`src/rtl/recirc_pkg.sv`:
```
// Shared types and default parameter values for the recirc_lanes block.
// Contents: the FSM state enum and the LANES/DW/SETTLE/CNT_W defaults.
package recirc_pkg;

    localparam int unsigned DEF_LANES  = 4;
    localparam int unsigned DEF_DW     = 8;
    localparam int unsigned DEF_SETTLE = 2;
    localparam int unsigned DEF_CNT_W  = 8;

    // Settle counter width; covers SETTLE up to 15.
    localparam int unsigned SCNT_W = 4;

    typedef enum logic [1:0] {
        RECIRC = 2'd0,
        ARM    = 2'd1,
        ACTIVE = 2'd2
    } state_t;

endpackage

```
`src/rtl/recirc_lane.sv`:
```
// One lane of recirc_lanes: path select, output registers, recirculation counter.
// Ports:
//   clk, reset_L          - clock, synchronous active-low reset
//   fwd                   - 1: the word goes to L1, 0: the word recirculates
//   vin, din              - lane valid and data
//   clr                   - counter clear (used only with RECIRC_CNT_EN)
//   L1_data, L1_valid     - registered forward path
//   rc_data, rc_valid     - registered recirculation path
//   rc_cnt                - recirculated-word counter (constant 0 without RECIRC_CNT_EN)
// Build option: define RECIRC_CNT_EN to instantiate the saturating counter.
module recirc_lane
    import recirc_pkg::*;
#(
    parameter int unsigned DW    = DEF_DW,
    parameter int unsigned CNT_W = DEF_CNT_W
) (
    input  logic             clk,
    input  logic             reset_L,
    input  logic             fwd,
    input  logic             vin,
    input  logic [DW-1:0]    din,
    input  logic             clr,
    output logic [DW-1:0]    L1_data,
    output logic             L1_valid,
    output logic [DW-1:0]    rc_data,
    output logic             rc_valid,
    output logic [CNT_W-1:0] rc_cnt
);

    // Invalid lanes present zero so no stale data is ever visible.
    logic [DW-1:0] word_c;
    assign word_c = vin ? din : '0;

    // Exactly one path carries the word; the other is forced to zero.
    always_ff @(posedge clk) begin
        if (!reset_L) begin
            L1_data  <= '0;
            L1_valid <= 1'b0;
            rc_data  <= '0;
            rc_valid <= 1'b0;
        end else begin
            L1_valid <= fwd & vin;
            L1_data  <= fwd ? word_c : '0;
            rc_valid <= ~fwd & vin;
            rc_data  <= fwd ? '0 : word_c;
        end
    end

`ifdef RECIRC_CNT_EN
    // Saturating count of recirculated words; clear wins over increment.
    always_ff @(posedge clk) begin
        if (!reset_L) begin
            rc_cnt <= '0;
        end else if (clr) begin
            rc_cnt <= '0;
        end else if (!fwd && vin && (rc_cnt != '1)) begin
            rc_cnt <= rc_cnt + CNT_W'(1);
        end
    end
`else
    assign rc_cnt = '0;

    logic unused_clr;
    assign unused_clr = clr;
`endif

endmodule

```
`src/rtl/recirc_lanes.sv`:
```
// Multi-lane router: words recirculate until the link has been idle-complete
// (IDL high) long enough, then forward to L1; an IDL drop switches back at once.
// Ports:
//   clk, reset_L       - clock, synchronous active-low reset
//   IDL                - idle-complete indication
//   data_in, valid_in  - LANES packed lanes of DW bits, per-lane valid
//   clr_cnt            - clear all recirculation counters
//   L1_data, L1_valid  - forwarded words (1-cycle latency)
//   rc_data, rc_valid  - recirculated words (1-cycle latency)
//   active             - high while forwarded words are being presented
//   rc_cnt             - per-lane recirculated-word counters, CNT_W bits each
// Build option: define RECIRC_CNT_EN to enable the per-lane counters.
module recirc_lanes
    import recirc_pkg::*;
#(
    parameter int unsigned LANES  = DEF_LANES,
    parameter int unsigned DW     = DEF_DW,
    parameter int unsigned SETTLE = DEF_SETTLE,
    parameter int unsigned CNT_W  = DEF_CNT_W
) (
    input  logic                   clk,
    input  logic                   reset_L,
    input  logic                   IDL,
    input  logic [LANES*DW-1:0]    data_in,
    input  logic [LANES-1:0]       valid_in,
    input  logic                   clr_cnt,
    output logic [LANES*DW-1:0]    L1_data,
    output logic [LANES-1:0]       L1_valid,
    output logic [LANES*DW-1:0]    rc_data,
    output logic [LANES-1:0]       rc_valid,
    output logic                   active,
    output logic [LANES*CNT_W-1:0] rc_cnt
);

    state_t            state, state_nxt;
    logic [SCNT_W-1:0] scnt, scnt_nxt;
    logic              fwd_c;

    // State and settle count registers.
    always_ff @(posedge clk) begin
        if (!reset_L) begin
            state <= RECIRC;
            scnt  <= '0;
        end else begin
            state <= state_nxt;
            scnt  <= scnt_nxt;
        end
    end

    // Next-state logic: IDL must stay high through the settle window.
    always_comb begin
        state_nxt = state;
        scnt_nxt  = scnt;
        unique case (state)
            RECIRC: begin
                if (IDL) begin
                    if (SETTLE == 1) begin
                        state_nxt = ACTIVE;
                        scnt_nxt  = '0;
                    end else begin
                        state_nxt = ARM;
                        scnt_nxt  = SCNT_W'(1);
                    end
                end
            end
            ARM: begin
                if (!IDL) begin
                    state_nxt = RECIRC;
                    scnt_nxt  = '0;
                end else if (scnt == SCNT_W'(SETTLE)) begin
                    state_nxt = ACTIVE;
                    scnt_nxt  = '0;
                end else begin
                    scnt_nxt  = scnt + SCNT_W'(1);
                end
            end
            ACTIVE: begin
                if (!IDL) begin
                    state_nxt = RECIRC;
                    scnt_nxt  = '0;
                end
            end
            default: begin
                state_nxt = RECIRC;
                scnt_nxt  = '0;
            end
        endcase
    end

    // Output decode: the word captured at this edge follows the state being
    // entered, so an IDL drop recirculates the same-cycle word with no drain.
    always_comb begin
        fwd_c = 1'b0;
        if (state_nxt == ACTIVE) begin
            fwd_c = 1'b1;
        end
    end

    // active tracks the path the registered outputs are using.
    always_ff @(posedge clk) begin
        if (!reset_L) begin
            active <= 1'b0;
        end else begin
            active <= fwd_c;
        end
    end

    for (genvar i = 0; i < LANES; i++) begin : g_lane
        recirc_lane #(
            .DW    (DW),
            .CNT_W (CNT_W)
        ) u_lane (
            .clk      (clk),
            .reset_L  (reset_L),
            .fwd      (fwd_c),
            .vin      (valid_in[i]),
            .din      (data_in[i*DW +: DW]),
            .clr      (clr_cnt),
            .L1_data  (L1_data[i*DW +: DW]),
            .L1_valid (L1_valid[i]),
            .rc_data  (rc_data[i*DW +: DW]),
            .rc_valid (rc_valid[i]),
            .rc_cnt   (rc_cnt[i*CNT_W +: CNT_W])
        );
    end

endmodule
```
`config.mk`:
```
export PLATFORM = sky130hd
export DESIGN_NAME = recirc_lanes
export DESIGN_NICKNAME = d
export VERILOG_FILES = /design/src/rtl/recirc_pkg.sv /design/src/rtl/recirc_lane.sv /design/src/rtl/recirc_lanes.sv
export SDC_FILE = /design/constraint.sdc
export NUM_CORES = 1
export LEC_CHECK = 0
export ABC_AREA = 1
export CAP_MARGIN = 20
export CORE_MARGIN = 10
export CORE_UTILIZATION = 35
export DETAILED_ROUTE_END_ITERATION = 10
export GPL_ROUTABILITY_DRIVEN = 0
export PLACE_DENSITY = 0.73
export SLEW_MARGIN = 25
export SYNTH_ARGS = -nofsm -noshare
export SYNTH_HDL_FRONTEND = slang
export SYNTH_SLANG_ARGS = --single-unit
```
`constraint.sdc`:
```
create_clock -name clk -period 1.3 [get_ports clk]
set_input_delay 0.26 -clock clk [delete_from_list [all_inputs] [get_ports clk]]
set_output_delay 0.26 -clock clk [all_outputs]
set_load 0.01 [all_outputs]
```
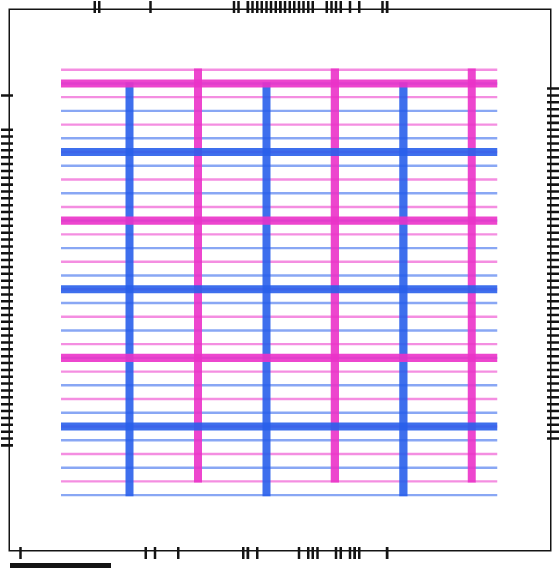
**Above:** PDN straps and rails.
Bar = 20 microns. Pins as bars on the die edge.
magenta -> VDD
blue -> VSS
met4 straps = 6
met5 straps = 6
met1 rails = 32

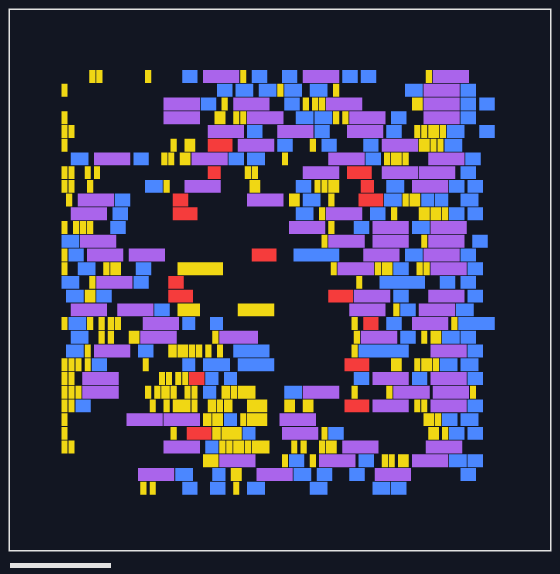
**Above:** placed cells, one colour a class.
Bar = 20 microns.
blue -> remaining buffers and delay cells  # cells 130, share of their area 32%
purple -> sequential cells  # cells 79, share of their area 40%
yellow -> combinational and other logic  # cells 187, share of their area 22%
red -> clock drivers and dummy loads  # cells 16, share of their area 4.8%

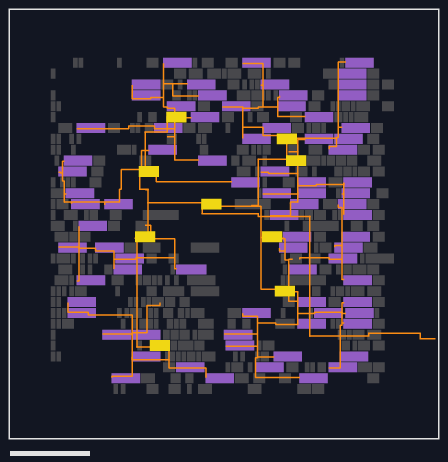
**Above:** clock wires, drivers and flops.
Bar = 20 microns.
yellow -> clock drivers  # count 9
purple -> flip-flops  # count 79
orange -> clock wires  # length 904 microns
routed clock nets = 10
flops lie = widely spread

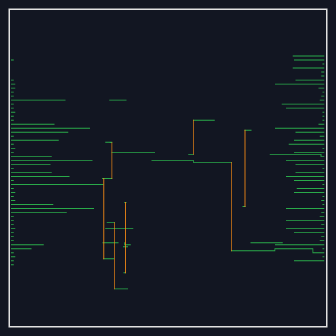
**Above:** wiring by layer.
Two of the layers only.
green -> metal 3  # wire length 775 microns
orange -> metal 4  # wire length 153 microns

==> reports/metrics.yaml <==
setup_path:
  cpLargestDelayFamily: "buffers and inverters"
  cp-startpoint: "IDL"
  critPathMaxFanout: 7
  slowest_stage: "clkdlybuf4s50_1"
  arrival_ns: 1.55
  crit_top_cell: "nand2_4"
  critPathLaunchType: "input port"
  path_cells: "clkdlybuf4s50_1, nand2_2, nor2_4, nand2_4, nand2_4, nand2_8, clkbuf_16, nor2_1"
sta:
  period_needed_ns: 1.27
  setup_viol: 0
  timing_hold_violations_final: 0
  fin_hold_ws_ns: 0.474
  setup_tns_ns: 0
  slew_violations: 0
  skew_ns: 0.00923
finish:
  drive_gt1_frac: 0.180
  diodes: 0
  layout_top_cell: "dfxtp_1"
  nets: 449
  utilization: 0.553
synth:
  yosys.area.top_type_share: 0.597
  ys.flops: 79
  ys_cells: 286
  area_leaders: "dfxtp_1, buf_4, nor2_1"
  ys_warn_count: 0
  ys_types: 20
  syn_avg_cell_area_sq_um: 9.27
  synth_seq_share: 0.597
  yosys_area_sq_mm: 0.00265
power_and_ir_drop:
  p_comb_w: 0.000433
  switching_power_w: 0.00116
  swShare: 0.251
  p_seq_w: 0.00248
  ir_drop_mv: 0.538
  p_int_w: 0.00345
  p_clk_w: 0.00169
  leakage_nw: 2.05
  power_density_mw_per_mm2: 1140
  finalPower_w: 0.00460
global_route:
  met3_usage: 0.0629
  grt_overflow: 0
  antenna_found_initial: 0
  busiest_layer: "met2"
  grt_max_degree: 28
  use_met1: 0.139
die:
  die_h_microns: 107
  die_area_sq_mm: 0.0115
  fp_util: 0.364
  io_pins: 145
placed_design:
  dp_hpwl_microns: 5350
clock_network:
  cts_tree: "yes"
  cts.sinks: 79
  postCtsSetupRepairBufs: 0
  postCtsResizedCells: 76
  path_clk_slew_ns: 0.09
  ctsHoldBuffers: 0
routing:
  vias: 2111
  drt_iter0_drc: 69
  dr.pass1.iters: 4
  m1WireLength_microns: 3070
  wl_per_cell_microns: 14.1
  wl_met2_microns: 3220
  vias_per_cell: 4.13
run:
  cap_violations: 0
status:
  outcome: "finished clean"
-- cell families after synthesis --
kind of cell	share of synthesized area
AND-OR/OR-AND	0.00566
XOR/XNOR	0.00330
adder cells (fa/ha/maj)	0.00944
buffers and inverters	0.160
flip-flops	0.597
other	0.00141
AND/OR/NAND/NOR	0.223
-- cell usage after synthesis --
cell type	instances
a21oi_1	2
buf_1	4
buf_2	4
buf_4	40
buf_6	3
conb_1	1
dfxtp_1	79
ha_1	2
inv_1	15
nand2_1	44
nand2_2	4
nand3_1	5
nand3_2	2
nand4_1	2
nor2_1	57
nor2_2	18
nor2_4	1
o21ai_0	1
or2_2	1
xor2_1	1
-- area by class of cell --
class | count | area (sq um) | share of cell area
clock buffers | 10 | 138 | 0.0341
inverters | 15 | 56.3 | 0.0140
repair buffers | 130 | 1260 | 0.313
multi-input cells | 172 | 822 | 0.204
flip-flops and latches | 79 | 1580 | 0.392
clock inverters | 6 | 50.0 | 0.0124
well taps | 99 | 124 | 0.0307
-- metrics by stage --
| step | setup WS, ns | instances | area (sq um) |
|---|---|---|---|
| 2_1_floorplan | 0.0136 | 317 | 2780 |
| 3_3_place_gp | -0.231 | 491 | 3780 |
| 3_5_place_dp | -0.261 | 491 | 3780 |
| 4_1_cts | -0.00148 | 508 | 3920 |
| 5_1_grt | -0.0217 | 511 | 4040 |
| 6_report | 0.0325 | 511 | 4040 |
-- path summary, 6_finish.rpt --
kind                                                     to  slack (ns)  cells past startpoint
worst max-delay path              g_lane[0].u_lane.L1_valid        0.03                      8
worst min-delay path            g_lane[3].u_lane.L1_data[4]        0.47                      3
worst max register to register    g_lane[0].u_lane.L1_valid        0.06                      9
worst min register to register                      scnt[2]        0.53                      2
